**PDN straps and rails**

Bar = 20 um. Pins as bars on the die edge.
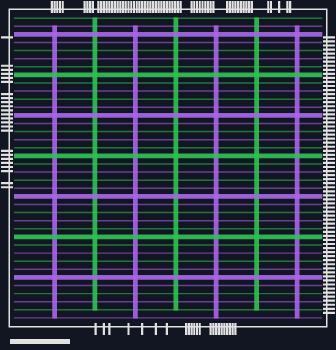
**Placement by cell class**

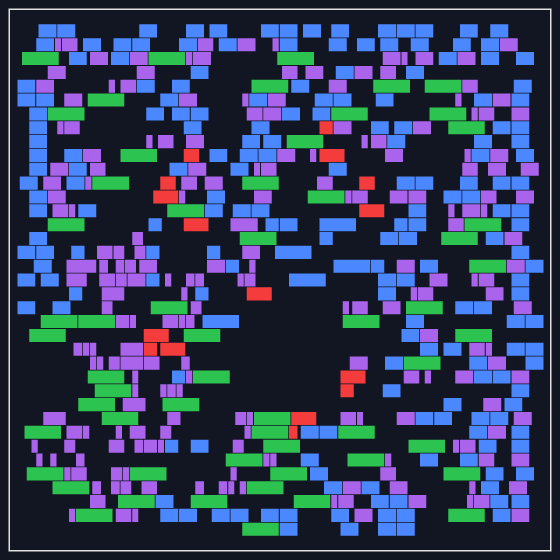
**Clock network drawn from the DEF**

Bar = 20 um.
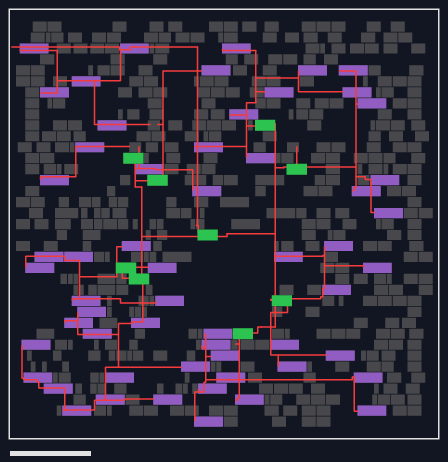
==> config.mk <==
export PLATFORM = sky130hd
export DESIGN_NAME = req_ack_arbiter
export DESIGN_NICKNAME = d
export VERILOG_FILES = /design/src/rtl/req_ack_pkg.sv /design/src/rtl/rr_pick.sv /design/src/rtl/req_ack_arbiter.sv
export SDC_FILE = /design/constraint.sdc
export NUM_CORES = 1
export LEC_CHECK = 0
export CELL_PAD_IN_SITES_DETAIL_PLACEMENT = 0
export CELL_PAD_IN_SITES_GLOBAL_PLACEMENT = 1
export CORE_UTILIZATION = 26
export DETAILED_ROUTE_END_ITERATION = 10
export GPL_ROUTABILITY_DRIVEN = 0
export PLACE_DENSITY_LB_ADDON = 0.1
export SYNTH_ARGS = -nofsm -noshare
export SYNTH_HDL_FRONTEND = slang
export SYNTH_SLANG_ARGS = --single-unit
export TNS_END_PERCENT = 100
==> constraint.sdc <==
create_clock -name clk -period 2.4 [get_ports clk]
set_clock_uncertainty 0.2 [all_clocks]
set_input_delay 0.36 -clock clk [delete_from_list [all_inputs] [get_ports clk]]
set_output_delay 0.36 -clock clk [all_outputs]
set_load 0.01 [all_outputs]
==> notes.md <==
Quick summary of the implementation run below.

The number of fill cells in the layout came out at ~990. The clock transition at the register clock pins on the worst setup and hold paths after CTS is 80 ps. The post-synthesis net count came out at 425. The share of synthesized area spent on multiplexers is about a quarter. The met1 track demand over resource in global routing came out at 19.62%. The via count of the first global-routing pass came out at 2805. The worst setup timing slack at the placement stage is -136.9 ps. The clock distribution area overhead in the final layout is around 3.5%. The arrival time at the worst endpoint came out at 2180 ps.

The number of warnings printed during yosys synthesis came out at 0. The shortest period the worst path allows is 2164 ps. The CTS root buffer is sky130_fd_sc_hd__clkbuf_8.

Once the clock tree was built, the setup fixing pass inserted 0 buffers. The post-synthesis sequential area ratio came out at 40.50%. The final HPWL from detailed placement came out at 7.048 mm. The number of non-clock buffers in the layout came out at 198. The critical setup path kind is input pin to register. The CTS tree is done. The storage element area came out at between 1000 and 1500 sq um. The final timing summary puts the cycle share of the worst path at 90.16%. After detailed routing, the number of remaining DRC violations is 0. The layout has 9 clock buffers. The area fraction in full adders, half adders and majority gates came out at about 1.8%. The total I/O pin count is between 150 and 200. The max-capacitance violation count came out at 0.

The number of instances in the synthesized netlist came out at 286. The final layout contains routed wiring with a total length of 9.229 mm. The path class of the tightest hold or removal check is register to register. The aggregate global routing overflow is 0.

The layout sequential cell count came out at between 50 and 60. The inverter count is 7. The worst max-slew margin expressed relative to the limit came out at 70.56%. The complex-gate fraction of the synthesized area came out at 13.50%.

The initial antenna violation count came out at 0. The flow reported a cell area power density of 731.3 nW/um^2. The maximum fanout count along the critical path is 6. The layout multi-input combinational cell count came out at roughly 200. Clock tree synthesis inserted a total of 9 buffers. The xor and xnor area share after synthesis came out at 1.865%. The number of input and output port buffers inserted is 179.

In this run the tools logged warnings totalling 28. In the final design, more cell area goes to non-clock buffers than to any other class. The total number of H-tree levels came out at 3. Once layout is complete, the cells apart from fillers number 618.

The layout-stage area growth over the synthesis result is 78.95%. The count of routing violations after the opening detailed-route iteration is around 85. The multi-input gate share of total cell area is 30.35%.

The worst hold-check slack came out at 242.6 ps. The capturing element type of the critical path is a register. Entering global routing, the biggest net connects 33 pins. The power after layout is roughly 3.7 mW. The final-report hold violation count came out at 0. For the worst setup path, the data required time is between 2000 and 2500 ps.

The number of buffers inserted by hold repair at cts is 0. The overall global routing resource usage is 16.37%. Gates resized during post-CTS repair numbered 0. The multi-input logic area is 1530 sq um. The flip-flop count of the largest register after layout came out at 32. Post-synthesis, Yosys gives the total cell area as 2818 sq um. The floorplan report lists the tap cell count as 136. Summed over all cells, the static leakage comes to 2.066 nW. The slew at the pin closest to its max-slew limit is between 400 and 500 ps. After routing, the total negative slack on setup checks comes to 0 ps. The number of cells in Yosys stat is around 290. No sink is reached through more buffers than the 2 on the longest clock path.

The tally of nets with antenna violations remaining after routing is 0. The met2 track utilization from global routing came out at around 28%. met3 track demand over resource after global routing is 4.047%. The first-pass iteration count of the detailed router came out at 4.

The logic depth of the worst register-to-register path came out at 6. The proportion of layout cells with a drive suffix above 1 is under 10%. The dominant logic cell type in the layout is sky130_fd_sc_hd__clkdlybuf4s50_1. The number of pins with negative max-slew slack in the final report came out at 0.

The main logic family after synthesis is multiplexers. The average cell area after synthesis is ~9.9 sq um. Setup repair after global routing left no endpoint under its margin. The global routing stage identified its most utilized layer as met2. The first global-routing pass estimated 14.38 mm of wire. For this run, the post-layout net count is 616. The final worst-path setup slack came out at 236.2 ps.

The flip-flop and latch count after synthesis came out at 57. The count of placed standard cells including taps came out at 602. The post-synthesis instance area came out at 2818 sq um. The worst setup path is launched from an input pin.

The register-to-register setup slack came out at 270 ps. The share of synthesized cell area in and, or, nand and nor gates is 13.63%. The upper clock frequency limit is 462.1 MHz. The number of placement rows is 37.

According to the floorplan report, the total die area is 11260 sq um. The sink count of the clock tree is 57. The diode insertion count for antenna repair came out at 0. The flow ran to the end, and the final reports show no timing, DRC or antenna violations.

In the Yosys stats the netlist draws on 33 distinct library cells. The final design instance area without fill came out at about 5000 sq um. After detailed routing, the average wire length per cell comes to 14.93 um. The library cells used most frequently in the layout, excluding fill and tap cells, are sky130_fd_sc_hd__clkdlybuf4s50_1 (179), sky130_fd_sc_hd__mux2i_1 (64), sky130_fd_sc_hd__dfxtp_1 (57), sky130_fd_sc_hd__nand2_1 (33), sky130_fd_sc_hd__o221ai_1 (31). The depth of the worst hold-timing path is 1. The final route contains 2870 vias. The placed instance area is 4865 sq um. The layout buffering overhead excluding clock cells is between 30% and 40%.

The number of endpoints failing setup at the final stage is 0. The floorplan step records an initial core utilization of 27.05%. The number of vias per cell is between 4 and 5.
-- 'PDN straps and rails' (at the start) --
- green: VDD
- purple: VSS
- rows: 37
- met5 straps: 7
- met1 rails: 38
- met4 straps: 7
die extent in y: 106.1 um
die boundary width: 106.1 um
Core ar.: 10420 sq um
Max rail drop VDD: 0.3925 mV

-- 'placement by cell class' (at the start) --
- purple: all other logic (cells 211; share of their area 32%)
- green: flip-flops (cells 57; share of their area 23%)
- blue: other buffers and delay cells (cells 198; share of their area 41%)
- red: clock drivers and dummy loads (cells 16; share of their area 3.6%)
sequential portion of the cell area: 22.63%
Util after Layout: 48.41%

-- 'clock network drawn from the DEF' (at the start) --
- green: cells driving clock nets (count 9)
- purple: flip-flops (count 57)
- red: clock wires (length 944 um)
- routed clock nets: 10
clock latency on the worst-skew pair: 340 ps
clock-net power: 826 uW
clock group share of total power: 22.4%

## critical path, stage by stage
cell and delay, ps:
sky130_fd_sc_hd__clkdlybuf4s50_1 500, sky130_fd_sc_hd__mux2i_1 220, sky130_fd_sc_hd__nor2_2 60, sky130_fd_sc_hd__nor3_2 190
sky130_fd_sc_hd__buf_4 210, sky130_fd_sc_hd__mux2_4 310, sky130_fd_sc_hd__a221o_1 330
## per-layer routing
layer / up-vias / share of wire [%]
li1: 1436 / -
met1: 1320 / 43
met2: 102 / 48
met3: 12 / 7.0
met4: 0 / 1.7
met5: - / 0
## synth_stat cells, drive strengths merged
cell	instances	area (sq um)
inv	7	26.28
nor2b	1	6.260
nand3	6	30.03
and3b	2	17.52
ha	4	50.05
mux2	1	15.01
nand2b	7	43.79
dfxtp	57	1141
o31ai	1	12.51
nor3	4	20.02
a21oi	4	20.02
nor2	25	96.35
a211o	1	8.760
nand2	33	123.9
a221o	1	10.01
a41oi	1	8.760
xor2	4	35.03
o21bai	1	7.510
nor4	2	12.51
o21ai	1	5.000
xnor2	2	17.52
mux2i	64	640.6
nand3b	2	15.01
o221ai	31	271.5
o41ai	2	25.03
o41a	1	11.26
and3	2	12.51
or3	1	6.260
clkbuf	5	18.77
buf	13	108.9
## power by group
| group | internal [mW] | switching (mW) | leakage, nW |
|---|---|---|---|
| Clock | 0.381 | 0.445 | 0.0822 |
| Sequential | 1.15 | 0.115 | 0.468 |
| Combinational | 0.933 | 0.664 | 1.52 |
## cells by family after synthesis
logic type,count (synthesis)
AND/OR/NAND/NOR,85
multiplexers,65
flip-flops,57
AND-OR/OR-AND,44
buffers and inverters,25
XOR/XNOR,6
adder cells (fa/ha/maj),4
Power and IR drop assume default switching activity.
